### config.mk
export PLATFORM = sky130hd
export DESIGN_NAME = ccl_table_ctrl
export DESIGN_NICKNAME = d
export VERILOG_FILES = /design/src/rtl/ccl_table_ctrl.sv
export SDC_FILE = /design/constraint.sdc
export NUM_CORES = 1
export LEC_CHECK = 0
export CORE_MARGIN = 3
export CORE_UTILIZATION = 42
export CTS_BUF_LIST = sky130_fd_sc_hd__clkbuf_8
export CTS_CLUSTER_DIAMETER = 50
export DETAILED_ROUTE_END_ITERATION = 6
export GPL_TIMING_DRIVEN = 0
export PLACE_DENSITY = 0.69
export SYNTH_ARGS = -nofsm -noshare
export SYNTH_HDL_FRONTEND = slang
export SYNTH_SLANG_ARGS = --single-unit
### constraint.sdc
create_clock -name clk -period 2.5 [get_ports clk]
set_input_delay 0.375 -clock clk [delete_from_list [all_inputs] [get_ports clk]]
set_output_delay 0.375 -clock clk [all_outputs]
set_load 0.02 [all_outputs]
### src/rtl/ccl_table_ctrl.sv
// Equivalence-table sequencer for connected-component labelling: owns the single
// table RAM port across the clear, union, flatten and root-resolve phases of a frame.
module ccl_table_ctrl #(
    parameter int LABEL_WIDTH = 16,
    parameter int ADDR_WIDTH  = 10
) (
    input  logic                   clk,
    input  logic                   rst,
    input  logic                   frame_start,
    input  logic                   union_valid,
    output logic                   union_ready,
    input  logic [LABEL_WIDTH-1:0] union_a,
    input  logic [LABEL_WIDTH-1:0] union_b,
    input  logic                   scan_done,
    input  logic [LABEL_WIDTH-1:0] max_label,
    input  logic                   find_valid,
    output logic                   find_ready,
    input  logic [LABEL_WIDTH-1:0] find_label,
    output logic                   root_valid,
    output logic [LABEL_WIDTH-1:0] root_label,
    output logic [ADDR_WIDTH-1:0]  ram_addr,
    output logic                   ram_we,
    output logic [LABEL_WIDTH-1:0] ram_wdata,
    input  logic [LABEL_WIDTH-1:0] ram_rdata,
    output logic [2:0]             phase,
    output logic                   err
);

    localparam logic [3:0] S_IDLE    = 4'd0;
    localparam logic [3:0] S_CLEAR   = 4'd1;
    localparam logic [3:0] S_SCAN    = 4'd2;
    localparam logic [3:0] S_WA_ISS  = 4'd3;
    localparam logic [3:0] S_WA_CHK  = 4'd4;
    localparam logic [3:0] S_WB_ISS  = 4'd5;
    localparam logic [3:0] S_WB_CHK  = 4'd6;
    localparam logic [3:0] S_LINK    = 4'd7;
    localparam logic [3:0] S_FL_ISS  = 4'd8;
    localparam logic [3:0] S_FL_CHK  = 4'd9;
    localparam logic [3:0] S_FL_ISS2 = 4'd10;
    localparam logic [3:0] S_FL_CHK2 = 4'd11;
    localparam logic [3:0] S_FL_WR   = 4'd12;
    localparam logic [3:0] S_RESOLVE = 4'd13;

    localparam logic [ADDR_WIDTH-1:0]  ADDR_LAST  = {ADDR_WIDTH{1'b1}};
    localparam logic [ADDR_WIDTH-1:0]  ADDR_ZERO  = {ADDR_WIDTH{1'b0}};
    localparam logic [ADDR_WIDTH-1:0]  ADDR_ONE   = {{(ADDR_WIDTH-1){1'b0}}, 1'b1};
    localparam logic [LABEL_WIDTH-1:0] LABEL_ZERO = {LABEL_WIDTH{1'b0}};

    logic [3:0]            state_r;
    logic [ADDR_WIDTH-1:0] x_r, b_r, ra_r, idx_r, maxl_r;
    logic                  pending_r;
    logic                  v1_r, v2_r, oor1_r, oor2_r;

    logic                  a_oor_s, b_oor_s, f_oor_s;
    logic                  union_fire_s, union_nop_s;
    logic                  rd_is_x_s, rd_is_idx_s, flat_last_s;
    logic [ADDR_WIDTH-1:0] maxl_clamp_s, rd_addr_s;

    function automatic logic out_of_range(input logic [LABEL_WIDTH-1:0] lbl);
        return |(lbl >> ADDR_WIDTH);
    endfunction

    // Request classification and read-data comparisons
    always_comb begin
        a_oor_s      = out_of_range(union_a);
        b_oor_s      = out_of_range(union_b);
        f_oor_s      = out_of_range(find_label);
        union_fire_s = union_valid && union_ready;
        union_nop_s  = a_oor_s || b_oor_s || (union_a == LABEL_ZERO) ||
                       (union_b == LABEL_ZERO) || (union_a == union_b);
        if (out_of_range(max_label)) begin
            maxl_clamp_s = ADDR_LAST;
        end else begin
            maxl_clamp_s = ADDR_WIDTH'(max_label);
        end
        rd_addr_s   = ADDR_WIDTH'(ram_rdata);
        rd_is_x_s   = (ram_rdata == LABEL_WIDTH'(x_r));
        rd_is_idx_s = (ram_rdata == LABEL_WIDTH'(idx_r));
        flat_last_s = (idx_r == maxl_r);
    end

    // Phase sequencer, RAM port and all registered outputs
    always_ff @(posedge clk) begin
        if (rst) begin
            state_r     <= S_IDLE;
            phase       <= 3'd0;
            union_ready <= 1'b0;
            find_ready  <= 1'b0;
            root_valid  <= 1'b0;
            root_label  <= LABEL_ZERO;
            ram_addr    <= ADDR_ZERO;
            ram_we      <= 1'b0;
            ram_wdata   <= LABEL_ZERO;
            err         <= 1'b0;
            x_r         <= ADDR_ZERO;
            b_r         <= ADDR_ZERO;
            ra_r        <= ADDR_ZERO;
            idx_r       <= ADDR_ZERO;
            maxl_r      <= ADDR_ZERO;
            pending_r   <= 1'b0;
            v1_r        <= 1'b0;
            v2_r        <= 1'b0;
            oor1_r      <= 1'b0;
            oor2_r      <= 1'b0;
        end else if (frame_start) begin
            state_r     <= S_CLEAR;
            phase       <= 3'd1;
            union_ready <= 1'b0;
            find_ready  <= 1'b0;
            root_valid  <= 1'b0;
            ram_addr    <= ADDR_ZERO;
            ram_we      <= 1'b1;
            ram_wdata   <= LABEL_ZERO;
            err         <= 1'b0;
            pending_r   <= 1'b0;
            v1_r        <= 1'b0;
            v2_r        <= 1'b0;
        end else begin
            root_valid <= 1'b0;
            // A scan_done seen while a union is in flight waits for LINK to finish
            if (scan_done && (phase == 3'd2)) begin
                pending_r <= 1'b1;
                maxl_r    <= maxl_clamp_s;
            end
            case (state_r)
                S_IDLE: begin
                    state_r <= S_IDLE;
                end
                S_CLEAR: begin
                    if (ram_addr == ADDR_LAST) begin
                        state_r     <= S_SCAN;
                        phase       <= 3'd2;
                        ram_we      <= 1'b0;
                        union_ready <= 1'b1;
                    end else begin
                        ram_addr  <= ram_addr + ADDR_ONE;
                        ram_wdata <= LABEL_WIDTH'(ram_addr + ADDR_ONE);
                    end
                end
                S_SCAN: begin
                    if (pending_r) begin
                        union_ready <= 1'b0;
                        pending_r   <= 1'b0;
                        if (maxl_r == ADDR_ZERO) begin
                            state_r    <= S_RESOLVE;
                            phase      <= 3'd4;
                            find_ready <= 1'b1;
                        end else begin
                            state_r  <= S_FL_ISS;
                            phase    <= 3'd3;
                            idx_r    <= ADDR_ONE;
                            ram_addr <= ADDR_ONE;
                        end
                    end else if (union_fire_s) begin
                        union_ready <= 1'b0;
                        err         <= err | a_oor_s | b_oor_s;
                        if (!union_nop_s) begin
                            x_r      <= ADDR_WIDTH'(union_a);
                            b_r      <= ADDR_WIDTH'(union_b);
                            ram_addr <= ADDR_WIDTH'(union_a);
                            state_r  <= S_WA_ISS;
                        end
                    end else if (scan_done) begin
                        union_ready <= 1'b0;
                    end else begin
                        union_ready <= 1'b1;
                    end
                end
                S_WA_ISS: state_r <= S_WA_CHK;
                S_WA_CHK: begin
                    if (rd_is_x_s) begin
                        ra_r     <= x_r;
                        x_r      <= b_r;
                        ram_addr <= b_r;
                        state_r  <= S_WB_ISS;
                    end else begin
                        x_r      <= rd_addr_s;
                        ram_addr <= rd_addr_s;
                        state_r  <= S_WA_ISS;
                    end
                end
                S_WB_ISS: state_r <= S_WB_CHK;
                S_WB_CHK: begin
                    if (rd_is_x_s) begin
                        state_r <= S_LINK;
                        // Larger root points at the smaller one, keeping table[i] <= i
                        if (ra_r != x_r) begin
                            ram_we    <= 1'b1;
                            ram_addr  <= (ra_r > x_r) ? ra_r : x_r;
                            ram_wdata <= LABEL_WIDTH'((ra_r > x_r) ? x_r : ra_r);
                        end
                    end else begin
                        x_r      <= rd_addr_s;
                        ram_addr <= rd_addr_s;
                        state_r  <= S_WB_ISS;
                    end
                end
                S_LINK: begin
                    ram_we      <= 1'b0;
                    state_r     <= S_SCAN;
                    union_ready <= !(pending_r || scan_done);
                end
                S_FL_ISS: state_r <= S_FL_CHK;
                S_FL_CHK: begin
                    if (!rd_is_idx_s) begin
                        ram_addr <= rd_addr_s;
                        state_r  <= S_FL_ISS2;
                    end else if (flat_last_s) begin
                        state_r    <= S_RESOLVE;
                        phase      <= 3'd4;
                        find_ready <= 1'b1;
                    end else begin
                        idx_r    <= idx_r + ADDR_ONE;
                        ram_addr <= idx_r + ADDR_ONE;
                        state_r  <= S_FL_ISS;
                    end
                end
                S_FL_ISS2: state_r <= S_FL_CHK2;
                S_FL_CHK2: begin
                    ram_we    <= 1'b1;
                    ram_addr  <= idx_r;
                    ram_wdata <= ram_rdata;
                    state_r   <= S_FL_WR;
                end
                S_FL_WR: begin
                    ram_we <= 1'b0;
                    if (flat_last_s) begin
                        state_r    <= S_RESOLVE;
                        phase      <= 3'd4;
                        find_ready <= 1'b1;
                    end else begin
                        idx_r    <= idx_r + ADDR_ONE;
                        ram_addr <= idx_r + ADDR_ONE;
                        state_r  <= S_FL_ISS;
                    end
                end
                S_RESOLVE: begin
                    v1_r   <= find_valid;
                    oor1_r <= f_oor_s;
                    if (find_valid) begin
                        ram_addr <= ADDR_WIDTH'(find_label);
                        err      <= err | f_oor_s;
                    end
                    v2_r       <= v1_r;
                    oor2_r     <= oor1_r;
                    root_valid <= v2_r;
                    if (v2_r) begin
                        root_label <= oor2_r ? LABEL_ZERO : ram_rdata;
                    end
                end
                default: begin
                    state_r <= S_IDLE;
                    phase   <= 3'd0;
                end
            endcase
        end
    end

endmodule

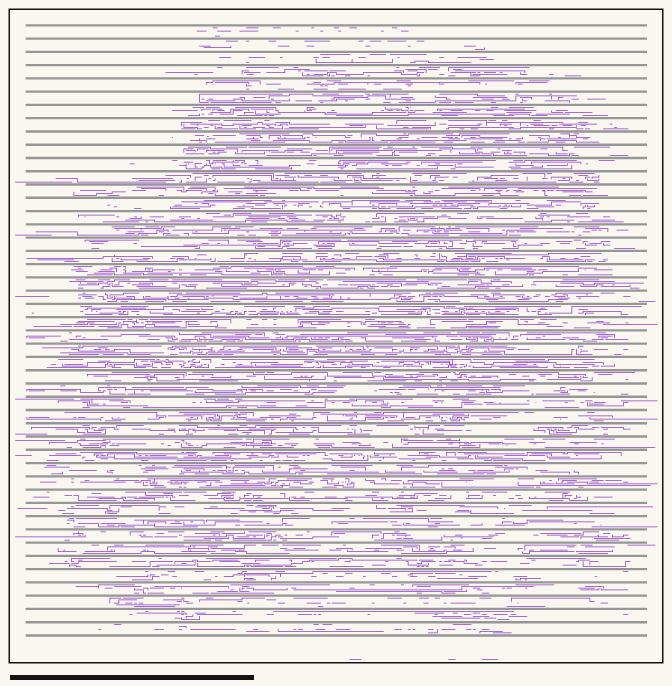
*Signal wires on met1*
Bar = 50 um. Supply wires on this layer in gray.
- longest straight run: 49.2 um
- share of all routed wire: 39%
- nets with wire on the layer: 1072
- wire length on this layer: 11300 um
- main direction: horizontal
met1 Use GR: 40.6%
final wirelength: 28.8 mm

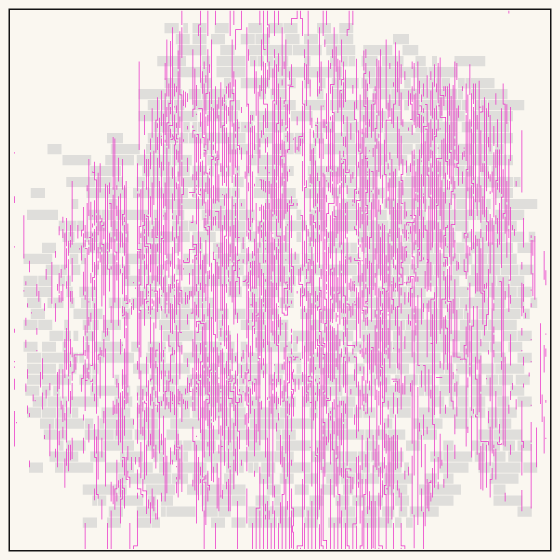
*Signal wires on met2*
Cells faint in the background.
- wire length on this layer: 13200 um
- main direction: vertical

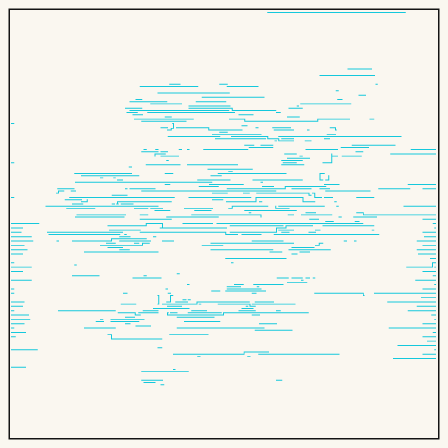
*M3 wires*
- longest straight run: 45.5 um
- share of all routed wire: 9.5%
- main direction: horizontal
via count: 8059
GR Util met3: 5.63%

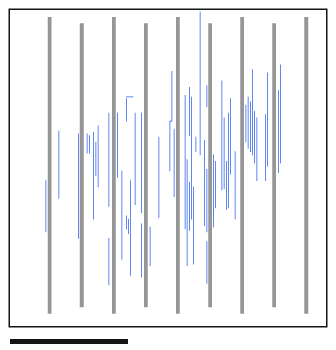
*The metal 4 layer*
Bar = 50 um. Supply wires on this layer in gray.
- longest straight run: 60.5 um
- wire length on this layer: 1520 um
- share of all routed wire: 5.3%
- main direction: vertical
- nets with wire on the layer: 50

==> flow_summary.toml <==
# yosys + openroad results
[layout]
area_delta_synth_final_pct = 49.4
final_nets = 1157
buf_share_pct = 22.9
comb_share_pct = 49.9
final_common_cell = "clkdlybuf4s50_1"
comb.multi_input.count = 655
fin_cells = 1280
flops = 109
nFillCells = 1343
drive_gt1_share_pct = 28.4
largest_registers = "ram_wdata: 16 flops, root_label: 16 flops"

[power_and_ir_drop]
p_sw_share_pct = 31.2
p_int_uw = 2440
clk-power_uw = 1110
top_power_group = "registers"
ir_drop_v = 0.000275
p_seq_uw = 1760

[worst_hold_path]
min_path_cells = 2
min-delay-path-class = "input pin to register"

[routing]
drt_iter0_markers = 972
met1_length_mm = 11.3
ant_nets = 0
drc = 39
viasPerCell = 6.30

[cts]
clk_pin_slew_ps = 120
clock_path_buffers = 2
htree_levels = 3
cts_root_buf = "clkbuf_8"
cts_sinks = 109
clock_latency_ps = 420
cts_resized = 144

[final_timing]
finalSetupViolations = 14
finalCriticalPeriod_ps = 2700
setup_slack_ps = -201
fmax_mhz = 370
hold_ws_ps = 249
max_slew_margin_pct = 50.8

[outcome]
run_status = "complete, but fails checks"
violations = "DRC, setup timing"

[floorplanning]
row_count = 46
coreArea_sq_um = 15900
io-pin-count = 136
fp-utilization_pct = 43.0

[yosys]
edf_count = 0
synthTopCellsByArea = "dfxtp_1 (32%), xor2_1 (5.0%), nor2_1 (4.7%)"
yosys_warnings = 0
yosys-stat-area_sq_um = 6850
synthArstFlopShare_pct = 0
synth_area_per_cell_sq_um = 8.01
synth_top_area_share_pct = 31.9

[setup_path]
critPathRequiredTime_ps = 2820
r2r_end = "ram_addr[9]"
cp_cell_sequence = "buf_6, xnor2_4, nand4_1, buf_4, or3_4, buf_6, nor4_2, nor3_2, a221o_1, a32o_1"
reg2regPathDepth = 10

[global_route]
antenna_found_initial = 0
grt_pass1_wl_mm = 43.2
gr-usage-met2_pct = 49.4
[critical path, delay by kind of cell, from the launching register on]
| family | cells | cell delay [ps] |
|---|---|---|
| flip-flops | 1 | 380 |
| AND-OR/OR-AND | 2 | 670 |
| AND/OR/NAND/NOR | 4 | 990 |
| XOR/XNOR | 1 | 110 |
| buffers and inverters | 3 | 470 |
[metrics by stage]
stage	total power (uW)	instance area (sq um)	setup WS, ps
5_1_grt	3650	10200	-227
4_1_cts	3470	9570	-108
3_3_place_gp	2350	8440	-1180
6_report	3550	10200	-201
2_1_floorplan	2070	6920	-87.6
3_5_place_dp	2360	8450	-1270
[logic make-up after synthesis]
group,synth area share [%]
buf+inv,5.68
flops,31.9
mux,5.72
simple gates,20.6
xor+xnor,8.05
compound gates,25.9
fa+ha+maj,2.19
Power and IR drop assume default switching activity.
